==> config.mk <==
export PLATFORM = sky130hd
export DESIGN_NAME = w_seq_divider_flat
export DESIGN_NICKNAME = d
export VERILOG_FILES = /design/src/rtl/w_seq_divider_pkg.sv /design/src/rtl/w_seq_divider_if.sv /design/src/rtl/w_seq_divider_step.sv /design/src/rtl/w_seq_divider.sv /design/src/flat_wrapper.sv
export SDC_FILE = /design/constraint.sdc
export NUM_CORES = 1
export LEC_CHECK = 0
export CAP_MARGIN = 20
export CORE_UTILIZATION = 40
export CTS_CLUSTER_SIZE = 10
export DETAILED_ROUTE_END_ITERATION = 8
export PLACE_DENSITY = 0.59
export SETUP_SLACK_MARGIN = 0.4
export SYNTH_ARGS = -nofsm -noshare
export SYNTH_HDL_FRONTEND = slang
export SYNTH_SLANG_ARGS = --single-unit
==> constraint.sdc <==
create_clock -name CLK -period 2.8 [get_ports CLK]
set_input_delay 0.28 -clock CLK [delete_from_list [all_inputs] [get_ports CLK]]
set_output_delay 0.28 -clock CLK [all_outputs]
set_load 0.02 [all_outputs]
Fig. 1: run 1, supply network
Pins as bars on the die edge.
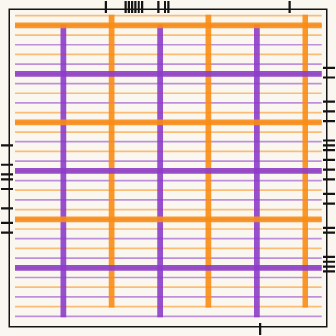
- VDD: orange
- VSS: purple
- met5 straps: 6
- rows: 31
Die Width: 88.6 µm
Max VDD drop: 0.000451 V

Fig. 2: run 1, placement by cell class
Scale bar: 20 µm.
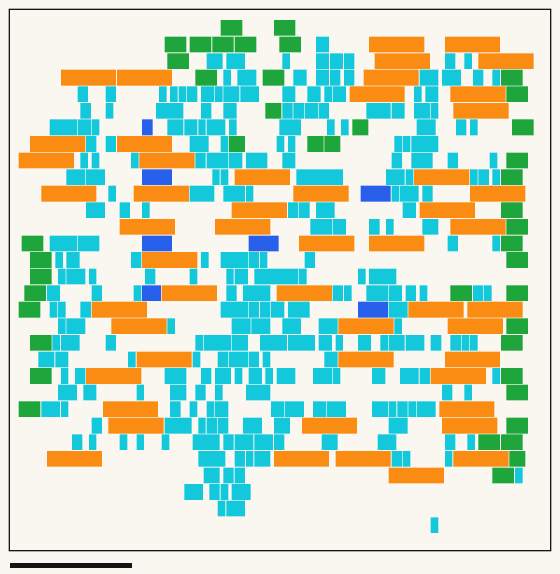
- registers: orange (cells 51; share of their area 37%)
- remaining logic cells: cyan (cells 271; share of their area 49%)
- remaining buffers and delay cells: green (cells 43; share of their area 12%)
- clock drivers and dummy loads: blue (cells 7; share of their area 2.4%)
total core area: 7250 µm²
Final Instance Area: 3580 µm²
Placement Rows: 31
Seq/total area: 0.357
Layout Utilization: 0.493

Fig. 3: run 1, routed clock nets over the placement
Scale bar: 20 µm.
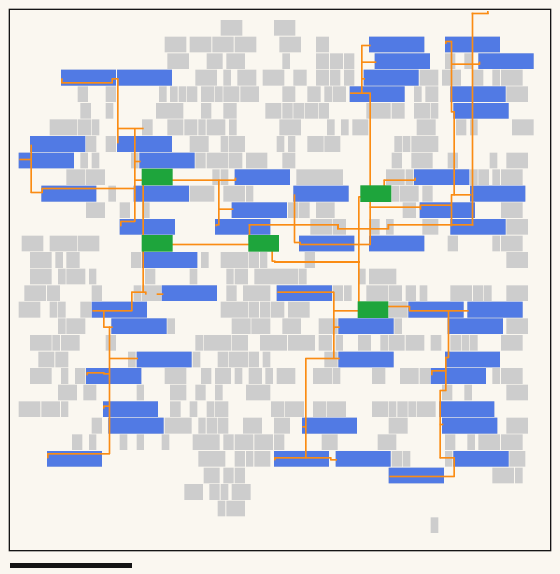
- flip-flops: blue (count 51)
- clock wires: orange (length 563 µm)
- clock-net drivers: green (count 5)
- flops lie: widely spread
- routed clock nets: 6
clock network power share: 0.100
clock-net power: 397 µW
clk_skew: 0.00951 ns

Fig. 4: run 1, signal wires by layer
Two of the layers only.
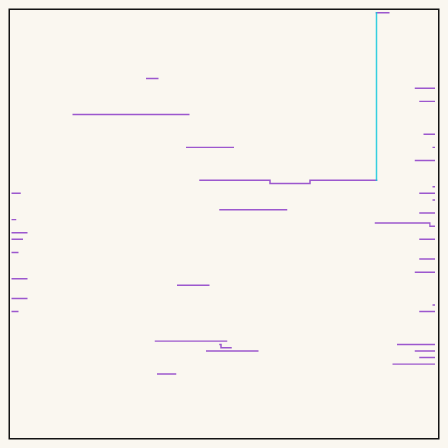
- M4: cyan (wire length 34.7 µm)
- M3: purple (wire length 213 µm)
total track usage: 0.165
vias: 2437
routed wire length: 6020 µm

==> reports/results.tsv, run 1 <==
metric	value	unit
edf_count	0	
clock-root-buffer	clkbuf_8	
synth_adder_area_share	0.0609	
postCtsSetupRepairBufs	0	
crit_fanout	3	
critPathKind	flip-flop to flip-flop	
clk_pin_slew	0.09	ns
grt_max_degree	52	
antenna_cells	0	
ys_sh_xor	0.0846	
routed_via_density	5.17	
num_io_pins	39	
clk_latency	0.29	ns
detail_route.iter0.violations	143	
synth.distinct_cells	49	
first_global_vias	2103	
ctsResizeCount	0	
cap_violations	0	
place_hpwl	4550	µm
status	finished clean	
tightest_slew	0.631	ns
crit_family	AND-OR/OR-AND gates	
place_ws	0.453	ns
worst-r2r-cell-count	9	
placed_area	3480	µm²
chipArea	7850	µm²
cpPeakStageDelay	0.41	ns
rrSetupSlack	0.51	ns
min_path_type	input pin to asynchronous set/reset pin	
rsz0062_at_grt	false	
synthCells	336	
ys_sh_aoi	0.205	
-- run 1: cell families (layout without fill, tap and decap cells) --
group                      Yosys count  after routing
AOI/OAI and AO/OA                   95             95
xor gates and xnor gates            29             29
adders and majority gates           14             14
buffers and inverters               41             77
DFF                                 51             51
muxes                                4              4
other                                1              1
and+or+nand+nor                    101            101
-- run 1: cell usage after synthesis (all sizes together), types with 2 or more instances --
library cell / number / area share
ha: 13 / 0.054
o22ai: 10 / 0.021
o21ai: 38 / 0.063
nor2b: 3 / 0.0063
nand4: 3 / 0.0063
dfrtp: 51 / 0.43
inv: 25 / 0.031
a41oi: 2 / 0.0058
a31oi: 2 / 0.0042
nor3: 2 / 0.0033
clkbuf: 11 / 0.014
nand2: 51 / 0.064
clkinv: 2 / 0.0025
buf: 3 / 0.0058
or3: 7 / 0.016
a32o: 3 / 0.010
mux2i: 3 / 0.010
xor2: 13 / 0.038
and2: 4 / 0.0083
nand3: 10 / 0.017
o311ai: 2 / 0.0058
nand2b: 4 / 0.0083
xnor2: 16 / 0.047
nor2: 13 / 0.016
a21o: 4 / 0.010
a21oi: 13 / 0.023
o31ai: 11 / 0.032
-- run 1: power by group --
group	total, µW	switching, µW	internal (µW)
Sequential	1390	334	1050
Combinational	2200	1170	1030
Clock	397	225	171
Total	3980	1730	2260
-- run 1: per-stage QoR --
stage / std cells / hold slack [ns]
finish: 471 / 0.460
detailed placement: 464 / 0.469
global placement: 464 / 0.459
CTS: 471 / 0.485
floorplan: 336 / 0.449
global route: 471 / 0.501
-- run 1: placed cells by master (no fill, tap or decap), types with 5 or more instances in the layout --
master,count
nand3_1,10
inv_1,23
clkbuf_8,5
nand2_1,51
xor2_1,13
dfrtp_1,51
a21oi_1,12
o31ai_1,10
xnor2_1,16
buf_4,6
o21ai_0,36
ha_1,13
clkdlybuf4s50_1,37
or3_1,6
o22ai_1,10
nor2_1,12
-- run 1: routing by layer --
metal  vias to the layer above  GRT usage  wire length, µm
met1                      1140      0.241             3120
met5                         -          0                0
met2                        52      0.254             2660
met4                         0     0.0352               34
met3                         2     0.0317              212
li1                       1243          -                -
-- run 1: area by class of cell --
cell class / count / area, µm² / area share
inverters: 27 / 101 / 0.0283
well taps: 99 / 124 / 0.0346
flip-flops and latches: 51 / 1280 / 0.357
clock buffers: 5 / 68.8 / 0.0192
clock inverters: 2 / 13.8 / 0.00385
multi-input cells: 244 / 1580 / 0.441
repair buffers: 43 / 415 / 0.116
-- run 1: worst min-delay path: cells and delay by family --
kind	cells	cell delay, ns
buf+inv	3	0.96
==> run 1 -> run 2 <==
==> constraint.sdc (replaced) <==
create_clock -name CLK -period 2.3 [get_ports CLK]
set_input_delay 0.23 -clock CLK [delete_from_list [all_inputs] [get_ports CLK]]
set_output_delay 0.23 -clock CLK [all_outputs]
set_load 0.02 [all_outputs]
==> run 2 against run 1 <==
Compared with the run above: flip-flop count is the same; count of clock-buffer cells in the layout grew 1; non-clock buffer count is 7 higher; critical path depth is the same; critical endpoint unchanged.
==> reports/results.tsv, run 2 <==
metric	value	unit
crit_family	AND-OR/OR-AND gates	
ir_drop	0.000522	V
edf_count	0	
fin_setup_tns	0	ns
crit_fanout	2	
clk_pin_slew	0.09	ns
num_rows	31	
synth.distinct_cells	49	
place_ws	0.159	ns
rsz0062_at_grt	true	
clock-root-buffer	clkbuf_8	
cpPeakStageDelay	0.40	ns
top_area_frac	0.425	
grt_max_degree	36	
status	finished clean	
core_area	7250	µm²
crit_path_end_kind	flip-flop	
dp_cells	465	
grt_util_met2	0.277	
synth.top_cells.by_count	dfrtp_1, nand2_1, o21ai_0	
critPathKind	flip-flop to flip-flop	
antenna_cells	0	
whs	0.254	ns
crit_arrival	2.30	ns
tightest_slew	0.605	ns
place_hpwl	4720	µm
grt_overflow_total	0	
grt_use_met1	0.250	
setup_slack	0.217	ns
synthCells	336	
rrSetupSlack	0.22	ns
first_global_vias	2235	
syn-cell-area	3000	µm²
layout_top_cell	nand2_1	
top_cells_by_area	dfrtp_1, nand2_1, o21ai_0	
yosys.area.top_type	dfrtp_1	
worst-r2r-cell-count	9	
detail_route.iter0.violations	109	
num_io_pins	39	
chipArea	7850	µm²
grtUsageMet3	0.0336	
die_x	88.6	µm
layout.cells.non_filler	479	
most-common-layout-cells	nand2_1, dfrtp_1, clkdlybuf4s50_1	
placed_area	3530	µm²
clock_skew	0.00782	ns
min_path_type	input pin to asynchronous set/reset pin	
cap_violations	0	
grt-busiest-layer	met2	
routed_via_density	5.18	
==> run 2: worst register-to-register path: stages (launching register included) <==
cell	delay (ns)
dfrtp_1	0.39
inv_2	0.08
ha_4	0.13
inv_2	0.03
fa_2	0.34
a211oi_2	0.25
o21bai_1	0.10
nand3_1	0.10
or3b_4	0.40
o31ai_4	0.17
==> run 2: logic make-up (layout without fill, tap and decap cells) <==
kind of cell / Yosys count / count (layout) / share of synthesized area
fa+ha+maj: 14 / 14 / 0.0609
other cells: 1 / 1 / 0.00125
compound gates: 95 / 95 / 0.205
mux: 4 / 4 / 0.0138
buf+inv: 41 / 85 / 0.0534
flops: 51 / 51 / 0.425
xor+xnor: 29 / 29 / 0.0846
simple gates: 101 / 101 / 0.156
==> run 2: area by class of cell <==
type	count	area [µm²]	share of cell area
multi-input cells	244	1680	0.442
flip-flops and latches	51	1280	0.336
repair buffers	50	484	0.127
well taps	99	124	0.0326
inverters	27	103	0.0270
clock buffers	6	72.6	0.0191
clock inverters	2	60.1	0.0158
==> run 2: power by group <==
part,internal (µW),total (µW),switching [µW]
Clock,435,730,295
Sequential,1280,1710,431
Combinational,1530,3110,1580
==> run 2: what timing repair did <==
action / in CTS / in global routing
hold buffers: 0 / 0
pin swaps: 8 / 6
endpoints found under the setup margin: 12 / 12
setup buffers: 4 / 2
gates resized: 10 / 10
==> run 2: routing by layer <==
metal  part of all wire  vias to the layer above
li1                   -                     1262
met4             0.0086                        0
met5                  0                        -
met3              0.053                        4
met2               0.45                       68
met1               0.48                     1148
==> run 2: through the flow <==
step	util	total power, µW
2_1_floorplan	-	3700
3_3_place_gp	0.486	4430
3_5_place_dp	0.486	4490
4_1_cts	0.516	5420
5_1_grt	0.524	6060
6_report	0.524	5560
Fig. 5: run 2, signal wires by layer
Two of the layers only.
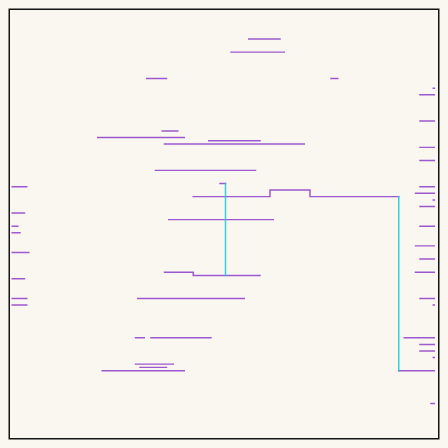
- M3: purple (wire length 340 µm)
- M4: cyan (wire length 55.1 µm)
vias: 2482
total track usage: 0.176
DR WL/cell: 13.3 µm
routed wire length: 6360 µm

Fig. 6: run 2, placement by cell class
Scale bar: 20 µm.
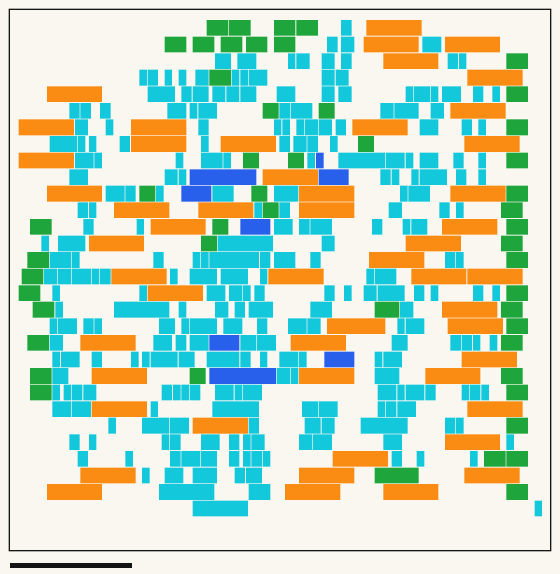
- remaining buffers and delay cells: green (cells 50; share of their area 13%)
- clock drivers and dummy loads: blue (cells 8; share of their area 3.6%)
- registers: orange (cells 51; share of their area 35%)
- remaining logic cells: cyan (cells 271; share of their area 48%)
Seq/total area: 0.336
Layout Utilization: 0.524
Final Instance Area: 3800 µm²

Power is estimated from default activity; no workload was simulated.
